File: config.mk
export PLATFORM = sky130hd
export DESIGN_NAME = axi_ram_fill
export DESIGN_NICKNAME = d
export VERILOG_FILES = /design/src/rtl/axi_ram_pkg.sv /design/src/rtl/axi_ram_fill_len_calc.sv /design/src/rtl/axi_ram_fill.sv
export SDC_FILE = /design/constraint.sdc
export NUM_CORES = 1
export LEC_CHECK = 0
export ABC_AREA = 1
export ABC_CLOCK_PERIOD_IN_PS = 10900
export CAP_MARGIN = 20
export CORE_ASPECT_RATIO = 0.8
export CORE_MARGIN = 1.5
export CORE_UTILIZATION = 45
export DETAILED_ROUTE_END_ITERATION = 7
export DONT_BUFFER_PORTS = 1
export PLACE_DENSITY_LB_ADDON = 0.08
export REMOVE_ABC_BUFFERS = 1
export SLEW_MARGIN = 20
export SYNTH_ARGS = -nofsm -noshare
export SYNTH_HDL_FRONTEND = slang
export SYNTH_HIERARCHICAL = 1
export SYNTH_SLANG_ARGS = --single-unit
File: constraint.sdc
create_clock -name clk_i -period 10.9 [get_ports clk_i]
set_clock_uncertainty 0.05 [all_clocks]
set_input_delay 2.18 -clock clk_i [delete_from_list [all_inputs] [get_ports clk_i]]
set_output_delay 2.18 -clock clk_i [all_outputs]
set_load 0.005 [all_outputs]
File: src/rtl/axi_ram_pkg.sv
// Shared AXI encodings and fill-engine state for the axi_ram slice.
// Used by axi_ram_fill and its burst-length helper.
package axi_ram_pkg;

  localparam logic [1:0] BURST_FIXED = 2'b00;
  localparam logic [1:0] BURST_INCR  = 2'b01;
  localparam logic [1:0] BURST_WRAP  = 2'b10;

  localparam logic [1:0] RESP_OKAY   = 2'b00;
  localparam logic [1:0] RESP_EXOKAY = 2'b01;
  localparam logic [1:0] RESP_SLVERR = 2'b10;
  localparam logic [1:0] RESP_DECERR = 2'b11;

  localparam int unsigned BOUNDARY_4K = 4096;

  typedef enum logic [1:0] {
    ST_IDLE,
    ST_AW,
    ST_W,
    ST_B
  } fill_state_e;

endpackage

File: src/rtl/axi_ram_fill_len_calc.sv
// Beats for the next burst: min of remaining words, max burst
// and words left before the 4 KB page (or RAM) boundary.
module axi_ram_fill_len_calc
  import axi_ram_pkg::*;
#(
  parameter int ADDR_WIDTH    = 16,
  parameter int COUNT_WIDTH   = 16,
  parameter int LEN_WIDTH     = 8,
  parameter int MAX_BURST_LEN = 16,
  parameter int STRB_WIDTH    = 4
) (
  input  logic [ADDR_WIDTH-1:0]  addr_i,
  input  logic [COUNT_WIDTH-1:0] remaining_i,
  output logic [LEN_WIDTH:0]     beats_o
);

  localparam int unsigned SHIFT = $clog2(STRB_WIDTH);
  localparam int unsigned PAGE =
    (ADDR_WIDTH > 12) ? BOUNDARY_4K : (32'd1 << ADDR_WIDTH);
  localparam int BW = LEN_WIDTH + 1;

  logic [31:0] off;
  logic [31:0] room;
  logic [31:0] rem;
  logic [31:0] lim;

  always_comb begin
    off  = 32'(addr_i) & (PAGE - 1);
    room = (PAGE - off) >> SHIFT;
    rem  = 32'(remaining_i);
    lim  = MAX_BURST_LEN;
    if (rem < lim) lim = rem;
    if (room < lim) lim = room;
    beats_o = BW'(lim);
  end

endmodule

File: src/rtl/axi_ram_fill.sv
// AXI4 write-only fill master: splits a region into INCR bursts.
// Define AXI_RAM_FILL_INCR_EN to write pattern + word index.
module axi_ram_fill
  import axi_ram_pkg::*;
#(
  parameter int DATA_WIDTH    = 32,
  parameter int ADDR_WIDTH    = 16,
  parameter int STRB_WIDTH    = DATA_WIDTH / 8,
  parameter int ID_WIDTH      = 8,
  parameter int LEN_WIDTH     = 8,
  parameter int MAX_BURST_LEN = 16,
  parameter int COUNT_WIDTH   = ADDR_WIDTH,
  parameter int FILL_ID       = 0
) (
  input  logic                   clk_i,
  input  logic                   rst_i,
  input  logic                   start_i,
  input  logic [ADDR_WIDTH-1:0]  base_addr_i,
  input  logic [COUNT_WIDTH-1:0] word_count_i,
  input  logic [DATA_WIDTH-1:0]  pattern_i,
  output logic                   busy_o,
  output logic                   done_o,
  output logic                   error_o,
  output logic [ID_WIDTH-1:0]    axi_awid_o,
  output logic [ADDR_WIDTH-1:0]  axi_awaddr_o,
  output logic [LEN_WIDTH-1:0]   axi_awlen_o,
  output logic [2:0]             axi_awsize_o,
  output logic [1:0]             axi_awburst_o,
  output logic [1:0]             axi_awlock_o,
  output logic [3:0]             axi_awcache_o,
  output logic [2:0]             axi_awprot_o,
  output logic [3:0]             axi_awqos_o,
  output logic                   axi_awvalid_o,
  input  logic                   axi_awready_i,
  output logic [DATA_WIDTH-1:0]  axi_wdata_o,
  output logic [STRB_WIDTH-1:0]  axi_wstrb_o,
  output logic                   axi_wlast_o,
  output logic                   axi_wvalid_o,
  input  logic                   axi_wready_i,
  input  logic [ID_WIDTH-1:0]    axi_bid_i,
  input  logic [1:0]             axi_bresp_i,
  input  logic                   axi_bvalid_i,
  output logic                   axi_bready_o
);

  localparam int unsigned SHIFT = $clog2(STRB_WIDTH);
  localparam logic [ADDR_WIDTH-1:0] AMASK =
    ADDR_WIDTH'(STRB_WIDTH - 1);

  fill_state_e state_q, state_d;
  logic [ADDR_WIDTH-1:0]  awaddr_q, awaddr_d;
  logic [LEN_WIDTH-1:0]   awlen_q, awlen_d;
  logic [LEN_WIDTH-1:0]   beat_q, beat_d;
  logic [COUNT_WIDTH-1:0] rem_q, rem_d;
  logic [DATA_WIDTH-1:0]  wdata_q, wdata_d;
  logic awvalid_q, awvalid_d;
  logic wvalid_q, wvalid_d;
  logic wlast_q, wlast_d;
  logic bready_q, bready_d;
  logic err_q, err_d;
  logic done_q, done_d;

  logic [ADDR_WIDTH-1:0]  step;
  logic [ADDR_WIDTH-1:0]  calc_addr;
  logic [COUNT_WIDTH-1:0] calc_rem;
  logic [LEN_WIDTH:0]     beats;
  logic [DATA_WIDTH-1:0]  wdata_nx;
  logic                   unused_bid;

  assign unused_bid = ^axi_bid_i;

  assign step = ADDR_WIDTH'((32'(awlen_q) + 32'd1) << SHIFT);
  assign calc_addr = (state_q == ST_IDLE)
                   ? (base_addr_i & ~AMASK)
                   : (awaddr_q + step);
  assign calc_rem = (state_q == ST_IDLE) ? word_count_i : rem_q;

`ifdef AXI_RAM_FILL_INCR_EN
  assign wdata_nx = wdata_q + 1'b1;
`else
  assign wdata_nx = wdata_q;
`endif

  axi_ram_fill_len_calc #(
    .ADDR_WIDTH    (ADDR_WIDTH),
    .COUNT_WIDTH   (COUNT_WIDTH),
    .LEN_WIDTH     (LEN_WIDTH),
    .MAX_BURST_LEN (MAX_BURST_LEN),
    .STRB_WIDTH    (STRB_WIDTH)
  ) u_len (
    .addr_i      (calc_addr),
    .remaining_i (calc_rem),
    .beats_o     (beats)
  );

  always_comb begin
    state_d   = state_q;
    awaddr_d  = awaddr_q;
    awlen_d   = awlen_q;
    beat_d    = beat_q;
    rem_d     = rem_q;
    wdata_d   = wdata_q;
    awvalid_d = awvalid_q;
    wvalid_d  = wvalid_q;
    wlast_d   = wlast_q;
    bready_d  = bready_q;
    err_d     = err_q;
    done_d    = 1'b0;
    unique case (state_q)
      ST_IDLE: begin
        if (start_i) begin
          err_d    = 1'b0;
          rem_d    = word_count_i;
          wdata_d  = pattern_i;
          awaddr_d = calc_addr;
          awlen_d  = LEN_WIDTH'(beats - 1'b1);
          if (word_count_i == '0) begin
            done_d = 1'b1;
          end else begin
            awvalid_d = 1'b1;
            state_d   = ST_AW;
          end
        end
      end
      ST_AW: begin
        if (axi_awready_i) begin
          awvalid_d = 1'b0;
          wvalid_d  = 1'b1;
          wlast_d   = (awlen_q == '0);
          beat_d    = awlen_q;
          state_d   = ST_W;
        end
      end
      ST_W: begin
        if (wvalid_q && axi_wready_i) begin
          rem_d   = rem_q - 1'b1;
          wdata_d = wdata_nx;
          beat_d  = beat_q - 1'b1;
          if (wlast_q) begin
            wvalid_d = 1'b0;
            wlast_d  = 1'b0;
            bready_d = 1'b1;
            state_d  = ST_B;
          end else begin
            wlast_d = (beat_q == LEN_WIDTH'(1));
          end
        end
      end
      ST_B: begin
        if (axi_bvalid_i) begin
          bready_d = 1'b0;
          err_d    = err_q | (axi_bresp_i != RESP_OKAY);
          if (rem_q == '0) begin
            done_d  = 1'b1;
            state_d = ST_IDLE;
          end else begin
            awaddr_d  = calc_addr;
            awlen_d   = LEN_WIDTH'(beats - 1'b1);
            awvalid_d = 1'b1;
            state_d   = ST_AW;
          end
        end
      end
    endcase
  end

  always_ff @(posedge clk_i) begin
    if (rst_i) begin
      state_q   <= ST_IDLE;
      awaddr_q  <= '0;
      awlen_q   <= '0;
      beat_q    <= '0;
      rem_q     <= '0;
      wdata_q   <= '0;
      awvalid_q <= 1'b0;
      wvalid_q  <= 1'b0;
      wlast_q   <= 1'b0;
      bready_q  <= 1'b0;
      err_q     <= 1'b0;
      done_q    <= 1'b0;
    end else begin
      state_q   <= state_d;
      awaddr_q  <= awaddr_d;
      awlen_q   <= awlen_d;
      beat_q    <= beat_d;
      rem_q     <= rem_d;
      wdata_q   <= wdata_d;
      awvalid_q <= awvalid_d;
      wvalid_q  <= wvalid_d;
      wlast_q   <= wlast_d;
      bready_q  <= bready_d;
      err_q     <= err_d;
      done_q    <= done_d;
    end
  end

  assign busy_o        = (state_q != ST_IDLE);
  assign done_o        = done_q;
  assign error_o       = err_q;
  assign axi_awid_o    = ID_WIDTH'(FILL_ID);
  assign axi_awaddr_o  = awaddr_q;
  assign axi_awlen_o   = awlen_q;
  assign axi_awsize_o  = 3'(SHIFT);
  assign axi_awburst_o = BURST_INCR;
  assign axi_awlock_o  = 2'b00;
  assign axi_awcache_o = 4'b0011;
  assign axi_awprot_o  = 3'b000;
  assign axi_awqos_o   = 4'b0000;
  assign axi_awvalid_o = awvalid_q;
  assign axi_wdata_o   = wdata_q;
  assign axi_wstrb_o   = '1;
  assign axi_wlast_o   = wlast_q;
  assign axi_wvalid_o  = wvalid_q;
  assign axi_bready_o  = bready_q;

endmodule

Run 1, signal wires on met1:
The bar under the picture is 50 um long.
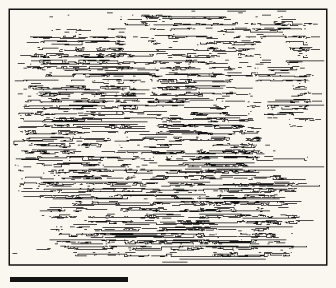
share of all routed wire = 51%
main direction = horizontal
met1 track utilization from global routing: 0.332
total detailed-routing wirelength: 16,700 um
number of vias after detailed routing: 5,787

Run 1, signal wires on met2:
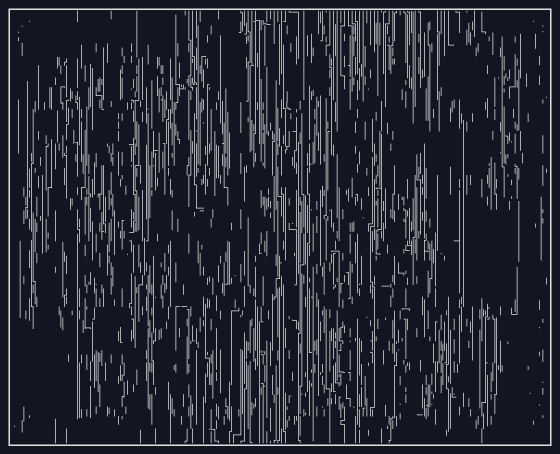
main direction = vertical
wire length on this layer = 7,000 um
GR Util met2: 0.352

Run 1, M3 wires:
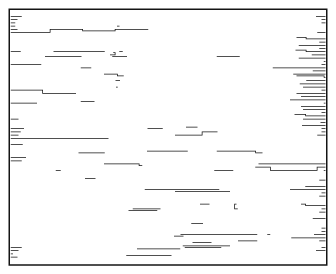
nets with wire on the layer = 99
wire length on this layer = 997 um
share of all routed wire = 6.0%
longest straight run = 41.2 um
main direction = horizontal
met3 demand-to-capacity share in global routing: 0.0607

==> results.json, run 1 <==
{
  "first_global_vias": 5146,
  "postCtsSetupBuffers": 0,
  "fmax_mhz": 179,
  "rsz_0062_raised_after_global_routing": "no",
  "max-cap-violations": 0,
  "post_drt_via_cell_ratio": 4.99,
  "area_growth_syn_to_layout_pct": 4.76,
  "drc": 0,
  "initial_antenna_violation_count": 0,
  "transition_time_of_the_tightest_slew_check_pin_ns": 0.908,
  "post_route_cells_drive_above_1_share": 0.0592,
  "max-slew-margin-rel": 0.391,
  "critical_path_required_time_ns": 11.08,
  "cts_htree_levels": 3,
  "design.final.nets": 1085,
  "globalRoute.totalOverflow": 0,
  "die_area_mm2": 0.0144,
  "netlist_area_mm2": 0.00618,
  "netlist_instances": 991,
  "finalSetupViolCount": 0,
  "path_delay_family": "simple AND/OR/NAND/NOR gates",
  "final-hold-violation-count": 0,
  "report.power.total_mw": 1.99,
  "worst_path_max_delay_cell": "sky130_fd_sc_hd__o21ai_0",
  "antenna_violating_nets_post_route": 0,
  "groute.usage.overall": 0.233,
  "largest_net_degree_at_the_start_of_global_routing": 52,
  "die-height_um": 108,
  "postCtsResizedCells": 0,
  "cts_made_buffers": 9,
  "stdcell_area_mm2": 0.00647,
  "worst_min_path_class": "reg2reg",
  "crit_path_start_kind": "flop",
  "syn-mean-instance-area_um2": 6.23,
  "hold_buffers": 0,
  "critPathCaptureType": "flop",
  "place.gp.congestion": 0.876,
  "crit_type": "reg2reg",
  "drt_pass_1_iters": 5,
  "top_level_pins": 173,
  "cts_buffer_depth": 2,
  "power-per-cell-area_mw_per_mm2": 307,
  "period_needed_ns": 5.59,
  "port-buffer-count": 0,
  "clk_transition_reported_paths_ns": 0.07,
  "dpl.hpwl_um": 12200,
  "clockRootBuffer": "sky130_fd_sc_hd__clkbuf_16",
  "fin_setup_tns_ns": 0,
  "arrival_ns": 5.77,
  "log.warning_count": 40,
  "std_cell_rows": 38,
  "critical_path.n_buffers_inverters": 6,
  "wl_per_cell_um": 14.4,
  "drt_iter0_drc": 350,
  "synth_warnings": 6,
  "final_util": 0.479,
  "clkLatencyLatePin_ns": 0.36,
  "grt_pass1_wl_um": 26500,
  "status": "completed",
  "cts_sinks": 88,
  "layout.area.seq_mm2": 0.00176,
  "timing.final.max_slew_violations": 0,
  "antennaDiodeCount": 0,
  "fillcell_total": 1496,
  "critical-path-max-stage-delay_ns": 0.55,
  "crit_path_max_fanout": 8,
  "design.core.area_mm2": 0.0135,
  "die.size.x_um": 134,
  "static-leakage-power_nw": 3.10,
  "dpl-instance-area_mm2": 0.00618,
  "multiInputGateArea_mm2": 0.00370,
  "crit_top_cell": "sky130_fd_sc_hd__nand2_1",
  "clock_tree_from_tritoncts": "yes",
  "timing.final.crit_share": 0.512,
  "vdd_ir_drop_max_mv": 0.120,
  "pre_placement_core_utilization": 0.457
}
[run 1: final timing paths]
kind	start	end	slack (ns)	cells after the start
setup / recovery	axi_awlen_o[0]	axi_awlen_o[6]	5.31	33
hold / removal	beat_q[7]	beat_q[7]	0.43	2
setup reg to reg	axi_awlen_o[0]	axi_awlen_o[6]	5.31	33
hold reg to reg	beat_q[7]	beat_q[7]	0.43	2
[run 1: cell usage in the layout (no fill, tap or decap), types with 3 or more instances in the layout]
cell and n:
sky130_fd_sc_hd__nor3_1 10, sky130_fd_sc_hd__nand2_1 229, sky130_fd_sc_hd__a21oi_1 55, sky130_fd_sc_hd__conb_1 36
sky130_fd_sc_hd__inv_8 4, sky130_fd_sc_hd__inv_1 109, sky130_fd_sc_hd__a31oi_1 4, sky130_fd_sc_hd__nor2_4 3
sky130_fd_sc_hd__nand3_1 54, sky130_fd_sc_hd__buf_4 6, sky130_fd_sc_hd__or2_2 6, sky130_fd_sc_hd__xor2_1 15
sky130_fd_sc_hd__inv_2 6, sky130_fd_sc_hd__nand4_1 12, sky130_fd_sc_hd__a211oi_1 5, sky130_fd_sc_hd__nor2_2 8
sky130_fd_sc_hd__ha_1 28, sky130_fd_sc_hd__clkbuf_16 9, sky130_fd_sc_hd__xnor2_1 5, sky130_fd_sc_hd__nand2_2 4
sky130_fd_sc_hd__nor2_1 160, sky130_fd_sc_hd__dfxtp_1 88, sky130_fd_sc_hd__o211ai_1 4, sky130_fd_sc_hd__o21ai_0 91
sky130_fd_sc_hd__nand3_2 4
[run 1: registers in the layout, indices dropped and copies added, names as in the netlist]
register and flops:
axi_wdata_o 32, axi_awaddr_o 16, rem_q 16, axi_awlen_o 8, beat_q 8, state_q 2
axi_awvalid_o 1, axi_bready_o 1, axi_wlast_o 1, axi_wvalid_o 1, done_o 1, error_o 1
[run 1: cell type report]
class / instances / share of cell area
inverters: 117 / 0.0679
repair buffers: 6 / 0.00696
clock inverters: 7 / 0.0108
well taps: 180 / 0.0348
multi-input cells: 753 / 0.573
flip-flops and latches: 88 / 0.272
clock buffers: 9 / 0.0348
[run 1: layer usage]
layer  vias up  GRT usage  share of wire
li1       3061          -              -
met1      2566      0.332           0.51
met2       147      0.352           0.42
met3        13     0.0607          0.060
met4         0     0.0489          0.010
met5         -          0              0
[run 1: worst reg2reg max path, delay by kind of cell, from the launching register on]
family / cells / cell delay, ns
compound gates: 5 / 1.29
xor+xnor: 2 / 0.34
fa+ha+maj: 3 / 0.76
buf+inv: 6 / 0.47
flops: 1 / 0.46
simple gates: 17 / 2.11
[run 1: per-stage QoR]
step | std cells | hold slack, ns | setup WS [ns]
after floorplan | 958 | 0.399 | 5.59
after global placement | 1144 | 0.412 | 5.13
after detailed placement | 1144 | 0.419 | 5.09
after CTS | 1160 | 0.431 | 5.32
after global routing | 1160 | 0.462 | 4.69
final | 1160 | 0.433 | 5.31
[run 1: where the power goes]
| part | switching [mW] | leakage (nW) | internal, mW |
|---|---|---|---|
| clock network | 0.157 | 0.144 | 0.163 |
| logic | 0.733 | 2.23 | 0.380 |
| registers | 0.124 | 0.726 | 0.434 |
| total | 1.01 | 3.10 | 0.976 |
Run 1, metal 4:
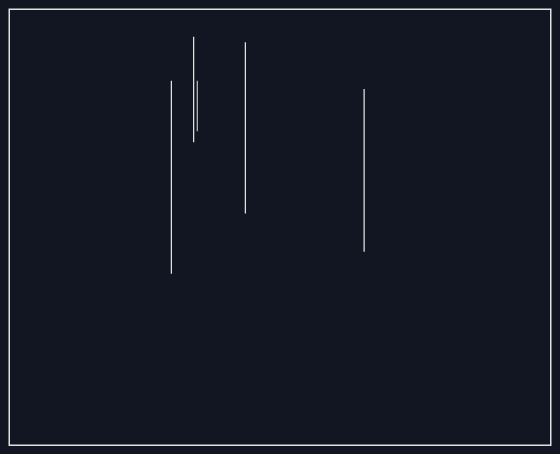

==> run 2, diff against run 1 <==
ABC_CLOCK_PERIOD_IN_PS = 5050   (was 10900)
clock period = 5.05 ns   (was 10.9 ns; I/O delays follow)
Run 2, metal 4:
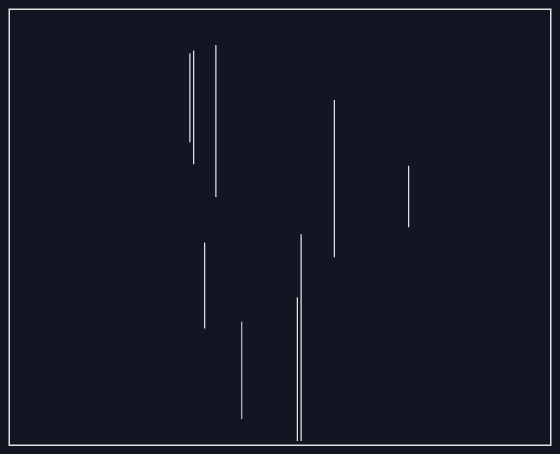
main direction = vertical
wire length on this layer = 272 um
nets with wire on the layer = 8
share of all routed wire = 1.6%
number of vias after detailed routing: 5,868
total detailed-routing wirelength: 16,600 um

==> results.json, run 2 <==
{
  "vdd_ir_drop_max_mv": 0.265,
  "crit_type": "reg2reg",
  "port-buffer-count": 0,
  "cts_buffer_depth": 2,
  "first_global_vias": 5133,
  "transition_time_of_the_tightest_slew_check_pin_ns": 0.915,
  "clock_tree_from_tritoncts": "yes",
  "log.warning_count": 40,
  "max-slew-margin-rel": 0.387,
  "final-hold-violation-count": 0,
  "arrival_ns": 4.88,
  "fin_setup_tns_ns": 0,
  "fillcell_total": 1441,
  "worst_min_path_class": "reg2reg",
  "layout_top_cell": "sky130_fd_sc_hd__nand2_1",
  "cts_sinks": 88,
  "power-per-cell-area_mw_per_mm2": 669,
  "fmax_mhz": 215,
  "drc": 0,
  "die-height_um": 108,
  "antenna_violating_nets_post_route": 0,
  "placedCellCount": 1171,
  "groute.usage.overall": 0.232,
  "largest_net_degree_at_the_start_of_global_routing": 36,
  "pre_placement_core_utilization": 0.457,
  "critPathCaptureType": "flop",
  "static-leakage-power_nw": 3.25,
  "clk_transition_reported_paths_ns": 0.07,
  "place.gp.congestion": 0.901,
  "netlist_instances": 991,
  "drt_pass_1_iters": 5,
  "timing.final.crit_share": 0.920,
  "critical-path-max-stage-delay_ns": 0.35,
  "die_area_mm2": 0.0144,
  "design.core.area_mm2": 0.0135,
  "std_cell_rows": 38,
  "post_drt_via_cell_ratio": 4.94,
  "period_needed_ns": 4.65,
  "dpl.hpwl_um": 12300,
  "fin_worst_setup_slack_ns": 0.402,
  "top_level_pins": 173,
  "finish.cell_count_without_fillers": 1189,
  "design.final.nets": 1114,
  "pre_cts_ws_ns": 0.110,
  "cts_htree_levels": 3,
  "clockRootBuffer": "sky130_fd_sc_hd__clkbuf_16",
  "status": "completed",
  "drt_iter0_drc": 484,
  "synth_warnings": 6,
  "timing.final.max_slew_violations": 0,
  "max_ffs_per_register": 32,
  "final_cell_mix": "221 x sky130_fd_sc_hd__nand2_1, 158 x sky130_fd_sc_hd__nor2_1, 107 x sky130_fd_sc_hd__inv_1",
  "netlist_area_mm2": 0.00618,
  "critical_path_required_time_ns": 5.28,
  "post_route_cells_drive_above_1_share": 0.114,
  "syn-mean-instance-area_um2": 6.23,
  "worst_path_max_delay_cell": "sky130_fd_sc_hd__dfxtp_4",
  "crit_path_max_fanout": 5,
  "finalSetupViolCount": 0,
  "area_growth_syn_to_layout_pct": 10.6,
  "max-cap-violations": 0,
  "wl_per_cell_um": 14.0,
  "initial_antenna_violation_count": 0,
  "cts_made_buffers": 9,
  "grt_pass1_wl_um": 26500,
  "clkLatencyLatePin_ns": 0.35,
  "die.size.x_um": 134,
  "antennaDiodeCount": 0,
  "crit_path_start_kind": "flop",
  "globalRoute.totalOverflow": 0
}
run 2: path summary, 6_finish.rpt:
kind | startpoint | endpoint | slack [ns] | cells after the start
max | axi_awlen_o[0] | axi_awlen_o[6] | 0.40 | 35
min | beat_q[7] | beat_q[7] | 0.42 | 2
max reg2reg | axi_awlen_o[0] | axi_awlen_o[6] | 0.40 | 35
min reg2reg | beat_q[7] | beat_q[7] | 0.42 | 2
run 2: stage by stage:
step	total power, mW	utilization	hold slack (ns)	area [um2]
global route	5.06	0.506	0.457	6830
detailed placement	3.75	0.472	0.419	6380
floorplan	2.97	-	0.399	5900
global placement	3.75	0.472	0.415	6380
CTS	4.45	0.494	0.430	6680
finish	4.57	0.506	0.425	6830
run 2: what timing repair did:
| action | CTS | global route |
|---|---|---|
| setup endpoints to repair | 0 | 7 |
| buffers inserted | 0 | 2 |
| hold buffers | 0 | 0 |
| hold endpoints to repair | 0 | 0 |
| gates resized | 0 | 36 |
run 2: cell type report:
type,count,area (um2),area share
Clock buffer,9,225,0.0330
Clock inverter,7,72.6,0.0106
Inverter,117,439,0.0643
Multi-Input combinational cell,753,3840,0.562
Sequential cell,88,1770,0.259
Tap cell,180,225,0.0330
Timing Repair Buffer,35,263,0.0385
run 2: layer usage:
layer / global-route usage / share of wire / wire, um
met1: 0.338 / 0.50 / 8370
met2: 0.342 / 0.42 / 6900
met3: 0.0504 / 0.064 / 1060
met4: 0.0668 / 0.016 / 272
met5: 0 / 0 / 0
run 2: worst max-delay path: cells and delay by family, from the launching register on:
family | cells | cell delay, ns
buffers and inverters | 6 | 0.46
and+or+nand+nor | 21 | 2.28
AOI/OAI and AO/OA | 3 | 0.37
DFF | 1 | 0.35
xor gates and xnor gates | 1 | 0.15
adders and majority gates | 4 | 0.92
run 2: where the power goes:
group | switching, mW | internal (mW) | leakage (nW)
combinational | 1.68 | 1.01 | 2.38
clock | 0.325 | 0.349 | 0.143
sequential | 0.262 | 0.939 | 0.727
No activity file was given, so power comes from the tool's default toggle rates.
